`src/rtl/hex_entry_pkg.sv`:
```
// Shared constants and helpers for the pushbutton hex entry block and
// other board-level UI logic built on the DE2-70 keys.
package hex_entry_pkg;

    localparam int KEY_INC    = 0;
    localparam int KEY_DEC    = 1;
    localparam int KEY_CUR    = 2;
    localparam int KEY_COMMIT = 3;
    localparam int NUM_KEYS   = 4;

    localparam int NUM_DIGITS = 8;

    // 10 ms debounce and ~0.25 s blink half-period at 50 MHz
    localparam int DEFAULT_DEBOUNCE_CYCLES = 500000;
    localparam int DEFAULT_BLINK_CYCLES    = 12500000;

    typedef enum logic [2:0] {
        ACT_NONE,
        ACT_LOAD,
        ACT_COMMIT,
        ACT_CURSOR,
        ACT_INC,
        ACT_DEC
    } action_e;

    function automatic logic [3:0] nibble_step(input logic [3:0] nib, input logic down);
        return down ? (nib - 4'd1) : (nib + 4'd1);
    endfunction

endpackage

```
`src/rtl/key_debounce.sv`:
```
// One pushbutton: 2-flop synchroniser, stability counter, and a single-cycle
// pulse on each debounced press (release is silent).
module key_debounce #(
    parameter int DEBOUNCE_CYCLES = 500000
) (
    input  logic clk,
    input  logic reset,
    input  logic key_n,
    output logic press
);

    localparam int CW = (DEBOUNCE_CYCLES > 2) ? $clog2(DEBOUNCE_CYCLES) : 1;
    localparam logic [CW-1:0] CNT_MAX = CW'(DEBOUNCE_CYCLES - 1);

    logic          sync1_reg;
    logic          sync2_reg;
    logic          pressed_reg;
    logic          pressed_dly_reg;
    logic          press_reg;
    logic [CW-1:0] cnt_reg;
    logic          mismatch;

    // synchronised level is active-low, debounced state is active-high
    assign mismatch = (~sync2_reg) != pressed_reg;

    always_ff @(posedge clk) begin
        if (reset) begin
            sync1_reg       <= 1'b1;
            sync2_reg       <= 1'b1;
            pressed_reg     <= 1'b0;
            pressed_dly_reg <= 1'b0;
            press_reg       <= 1'b0;
            cnt_reg         <= '0;
        end else begin
            sync1_reg       <= key_n;
            sync2_reg       <= sync1_reg;
            pressed_dly_reg <= pressed_reg;
            press_reg       <= pressed_reg & ~pressed_dly_reg;
            if (!mismatch) begin
                cnt_reg <= '0;
            end else if (cnt_reg == CNT_MAX) begin
                cnt_reg     <= '0;
                pressed_reg <= ~pressed_reg;
            end else begin
                cnt_reg <= cnt_reg + CW'(1);
            end
        end
    end

    assign press = press_reg;

endmodule

```
`src/rtl/hex_entry_ctrl.sv`:
```
// Pushbutton-driven 8-digit hex editor: arbitrates key/load events, edits the
// nibble under the cursor, blinks that digit and latches committed values.
module hex_entry_ctrl
    import hex_entry_pkg::*;
#(
    parameter int          DEBOUNCE_CYCLES = DEFAULT_DEBOUNCE_CYCLES,
    parameter int          BLINK_CYCLES    = DEFAULT_BLINK_CYCLES,
    parameter logic [31:0] RESET_VALUE     = 32'h0000_0000
) (
    input  logic                  clk,
    input  logic                  reset,
    input  logic [NUM_KEYS-1:0]   key_n,
    input  logic                  load_valid,
    input  logic [31:0]           load_value,
    output logic [31:0]           value,
    output logic [NUM_DIGITS-1:0] enable,
    output logic [2:0]            cursor,
    output logic [31:0]           commit_value,
    output logic                  commit_valid
);

    localparam int BW = (BLINK_CYCLES > 2) ? $clog2(BLINK_CYCLES) : 1;
    localparam logic [BW-1:0] BLINK_MAX = BW'(BLINK_CYCLES - 1);

    logic [NUM_KEYS-1:0] press;
    action_e             action;

    logic [31:0]           value_reg,        value_next;
    logic [2:0]            cursor_reg,       cursor_next;
    logic [31:0]           commit_value_reg, commit_value_next;
    logic                  commit_valid_reg, commit_valid_next;
    logic [BW-1:0]         blink_cnt_reg,    blink_cnt_next;
    logic                  phase_reg,        phase_next;
    logic [NUM_DIGITS-1:0] enable_reg,       enable_next;
    logic [3:0]            nib;
    logic                  restart;

    generate
        for (genvar gi = 0; gi < NUM_KEYS; gi++) begin : g_key
            key_debounce #(
                .DEBOUNCE_CYCLES(DEBOUNCE_CYCLES)
            ) u_key (
                .clk   (clk),
                .reset (reset),
                .key_n (key_n[gi]),
                .press (press[gi])
            );
        end
    endgenerate

    // Only the highest-priority event of the cycle acts; the rest are dropped
    always_comb begin
        action = ACT_NONE;
        if (load_valid)               action = ACT_LOAD;
        else if (press[KEY_COMMIT])   action = ACT_COMMIT;
        else if (press[KEY_CUR])      action = ACT_CURSOR;
        else if (press[KEY_INC])      action = ACT_INC;
        else if (press[KEY_DEC])      action = ACT_DEC;
    end

    always_comb begin
        value_next        = value_reg;
        cursor_next       = cursor_reg;
        commit_value_next = commit_value_reg;
        commit_valid_next = 1'b0;
        restart           = 1'b0;
        nib               = value_reg[{cursor_reg, 2'b00} +: 4];

        if (blink_cnt_reg == BLINK_MAX) begin
            blink_cnt_next = '0;
            phase_next     = ~phase_reg;
        end else begin
            blink_cnt_next = blink_cnt_reg + BW'(1);
            phase_next     = phase_reg;
        end

        case (action)
            ACT_LOAD: begin
                value_next  = load_value;
                cursor_next = 3'd0;
                restart     = 1'b1;
            end
            ACT_COMMIT: begin
                commit_value_next = value_reg;
                commit_valid_next = 1'b1;
            end
            ACT_CURSOR: begin
                cursor_next = cursor_reg + 3'd1;
                restart     = 1'b1;
            end
            ACT_INC: begin
                value_next[{cursor_reg, 2'b00} +: 4] = nibble_step(nib, 1'b0);
                restart = 1'b1;
            end
            ACT_DEC: begin
                value_next[{cursor_reg, 2'b00} +: 4] = nibble_step(nib, 1'b1);
                restart = 1'b1;
            end
            default: ;
        endcase

        // an edited digit is shown solid for a full half-period
        if (restart) begin
            blink_cnt_next = '0;
            phase_next     = 1'b1;
        end

        enable_next              = '1;
        enable_next[cursor_next] = phase_next;
    end

    always_ff @(posedge clk) begin
        if (reset) begin
            value_reg        <= RESET_VALUE;
            cursor_reg       <= 3'd0;
            commit_value_reg <= RESET_VALUE;
            commit_valid_reg <= 1'b0;
            blink_cnt_reg    <= '0;
            phase_reg        <= 1'b1;
            enable_reg       <= '1;
        end else begin
            value_reg        <= value_next;
            cursor_reg       <= cursor_next;
            commit_value_reg <= commit_value_next;
            commit_valid_reg <= commit_valid_next;
            blink_cnt_reg    <= blink_cnt_next;
            phase_reg        <= phase_next;
            enable_reg       <= enable_next;
        end
    end

    assign value        = value_reg;
    assign cursor       = cursor_reg;
    assign enable       = enable_reg;
    assign commit_value = commit_value_reg;
    assign commit_valid = commit_valid_reg;

endmodule

```
`config.mk`:
```
export PLATFORM = sky130hd
export DESIGN_NAME = hex_entry_ctrl
export DESIGN_NICKNAME = d
export VERILOG_FILES = /design/src/rtl/hex_entry_pkg.sv /design/src/rtl/key_debounce.sv /design/src/rtl/hex_entry_ctrl.sv
export SDC_FILE = /design/constraint.sdc
export NUM_CORES = 1
export LEC_CHECK = 0
export ABC_AREA = 1
export CAP_MARGIN = 20
export CORE_UTILIZATION = 35
export DETAILED_ROUTE_END_ITERATION = 6
export DONT_BUFFER_PORTS = 1
export MAX_ROUTING_LAYER = met4
export SLEW_MARGIN = 20
export SYNTH_ARGS = -nofsm -noshare
export SYNTH_HDL_FRONTEND = slang
export SYNTH_SLANG_ARGS = --single-unit
```
`constraint.sdc`:
```
create_clock -name clk -period 3.4 [get_ports clk]
set_input_delay 0.68 -clock clk [delete_from_list [all_inputs] [get_ports clk]]
set_output_delay 0.68 -clock clk [all_outputs]
set_load 0.005 [all_outputs]
```
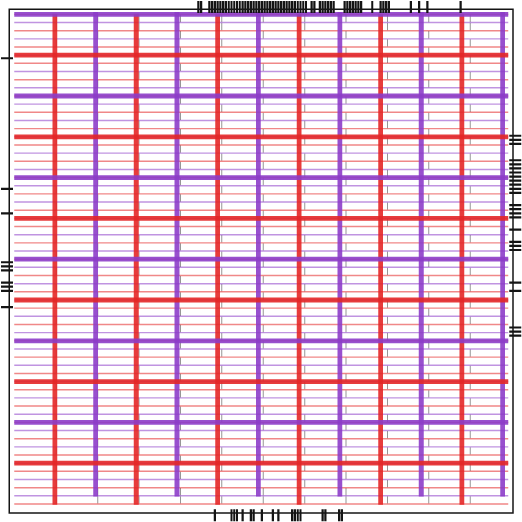
(floorplan with the power grid)
(3 px per um) Pins as bars on the die edge. Tap cells in gray.
| color | net |
|---|---|
| red | VSS |
| purple | VDD |
met4 straps: 12
met5 straps: 12
met1 rails: 61
Core ar.: 26900 um^2
worst vdd ir: 255 uV

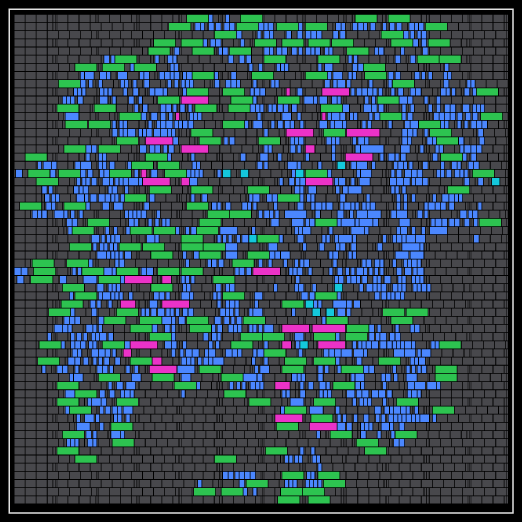
(placement by cell class)
(3 px per um) Fill, decap, tap and diode cells in gray.
| color | class | cells |
|---|---|---|
| green | registers | 197 |
| blue | remaining logic cells | 1124 |
| magenta | clock drivers and dummy loads | 31 |
| cyan | remaining buffers and delay cells | 11 |
post-route design area: 10500 um^2
final core occ: 39.0%
Seq/total area: 37.6%
Placement Rows: 60

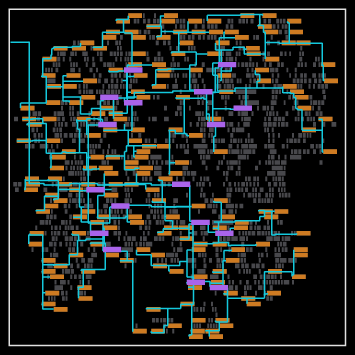
(clock network drawn from the DEF)
(2 px per um)
[purple] clock-net drivers | count: 17
[cyan] clock wires | length: 2570 um
[orange] flip-flops | count: 197
routed clock nets: 18
flops lie: spread over the die
Clock Latency Late Sink: 0.44 ns
Clk power: 2.04 mW
clk_skew: 0.0237 ns
clock share of power: 44.1%

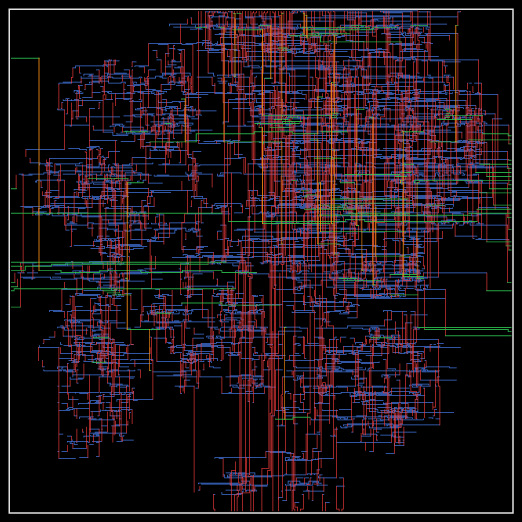
(routed metal, one color a layer)
(3 px per um)
| color | layer | wire length |
|---|---|---|
| green | M3 | 1510 um |
| blue | M1 | 11600 um |
| red | M2 | 12500 um |
| orange | M4 | 821 um |
Total Routing Usage GR: 19.8%
WL per Instance: 15.5 um

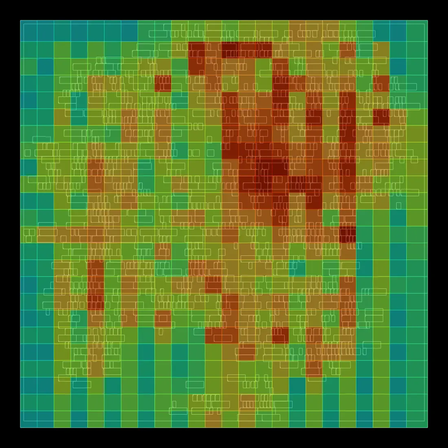
(routing congestion map)
met1 Use GR: 23.4%
met2 GRT Util: 31.7%
busiest layer in global routing: met2
met3 Use GR: 5.27%

report_power, final:
part / switching, mW / leakage, nW / internal (mW) / total, mW
Clock: 0.908 / 0.278 / 1.13 / 2.04
Combinational: 0.126 / 2.09 / 0.0634 / 0.189
Sequential: 0.0556 / 1.60 / 2.34 / 2.39
Total: 1.09 / 3.96 / 3.53 / 4.62
area by class of cell:
type	instances	area share (%)
Multi-Input combinational cell	932	45.1
Sequential cell	197	37.6
Inverter	192	6.90
Clock buffer	22	4.43
Tap cell	341	4.07
Clock inverter	9	1.10
Timing Repair Buffer	11	0.788
Antenna cell	1	0.0239
Yosys cell counts, drive strengths merged:
cell      n
inv     188
xor2     19
nand3b    3
buf      15
and3      4
a21oi    86
a31o      1
a31oi     3
o221ai    1
o21a      2
nor3b     7
nand3   141
o21ai    70
nor4     10
nand2   295
clkinv    4
a22o      1
clkbuf   26
o22ai     2
nand4    29
nor3     55
ha       13
a221oi    6
a211oi    6
or2      20
o211ai   10
dfxtp   197
a21boi    1
a21o      3
nor2    136
xnor2     8
metrics by stage:
stage	cell area, um^2	hold slack [ns]	setup WS, ns
3_5_place_dp	9900	0.384	0.834
4_1_cts	10500	0.311	0.793
2_1_floorplan	9570	0.373	1.09
5_1_grt	10500	0.306	0.516
6_report	10500	0.343	0.742
3_3_place_gp	9900	0.377	0.853
final timing paths:
check | cells past startpoint | to
hold / removal | 1 | g_key[0].u_key.sync1_reg
hold reg to reg | 1 | g_key[0].u_key.press
setup reg to reg | 6 | value[8]
setup / recovery | 6 | value[8]
routing by layer:
layer,share of wire [%],up-vias,wire (um),track usage [%]
met1,44,3984,11600,23.4
met5,0,-,0,-
met4,3.1,0,820,8.26
li1,-,4415,-,-
met2,47,216,12500,31.7
met3,5.7,61,1510,5.27
==> impl_metrics.toml <==
# implementation run metrics
[yosys]
yosys_area_um2 = 9570
ys_ff = 197
ys_warn_count = 0
ys_sh_xor_pct = 2.55

[drt]
drc_errors = 0
via_count = 8676
ant_nets = 0

[cts]
cts_root_buffer = "clkbuf_16"
h-tree-depth = 4

[die]
die-height_um = 167
fp_util_pct = 35.6
die_x_um = 167

[finish]
stdcell_count = 1705
most-common-layout-cells = "nand2_1 (292), dfxtp_1 (197), inv_1 (182), nand3_1 (140), nor2_1 (124)"
mi_logic_area_um2 = 4720

[placement]
io_buffers = 0
place_hpwl_um = 19700

[run_status]
status = "finished clean"

[global_route]
antenna_found_initial = 1

[power_and_ir_drop]
p_leak_nw = 3.96

[sta]
tightest_slew_ns = 0.732
period_minus_slack_ns = 2.66
rsz0062_at_grt = "no"

[worst_hold_path]
min-delay-start = "key_n[0]"

[setup_path]
path_buffers = 2
No activity file was given, so power comes from the tool's default toggle rates.
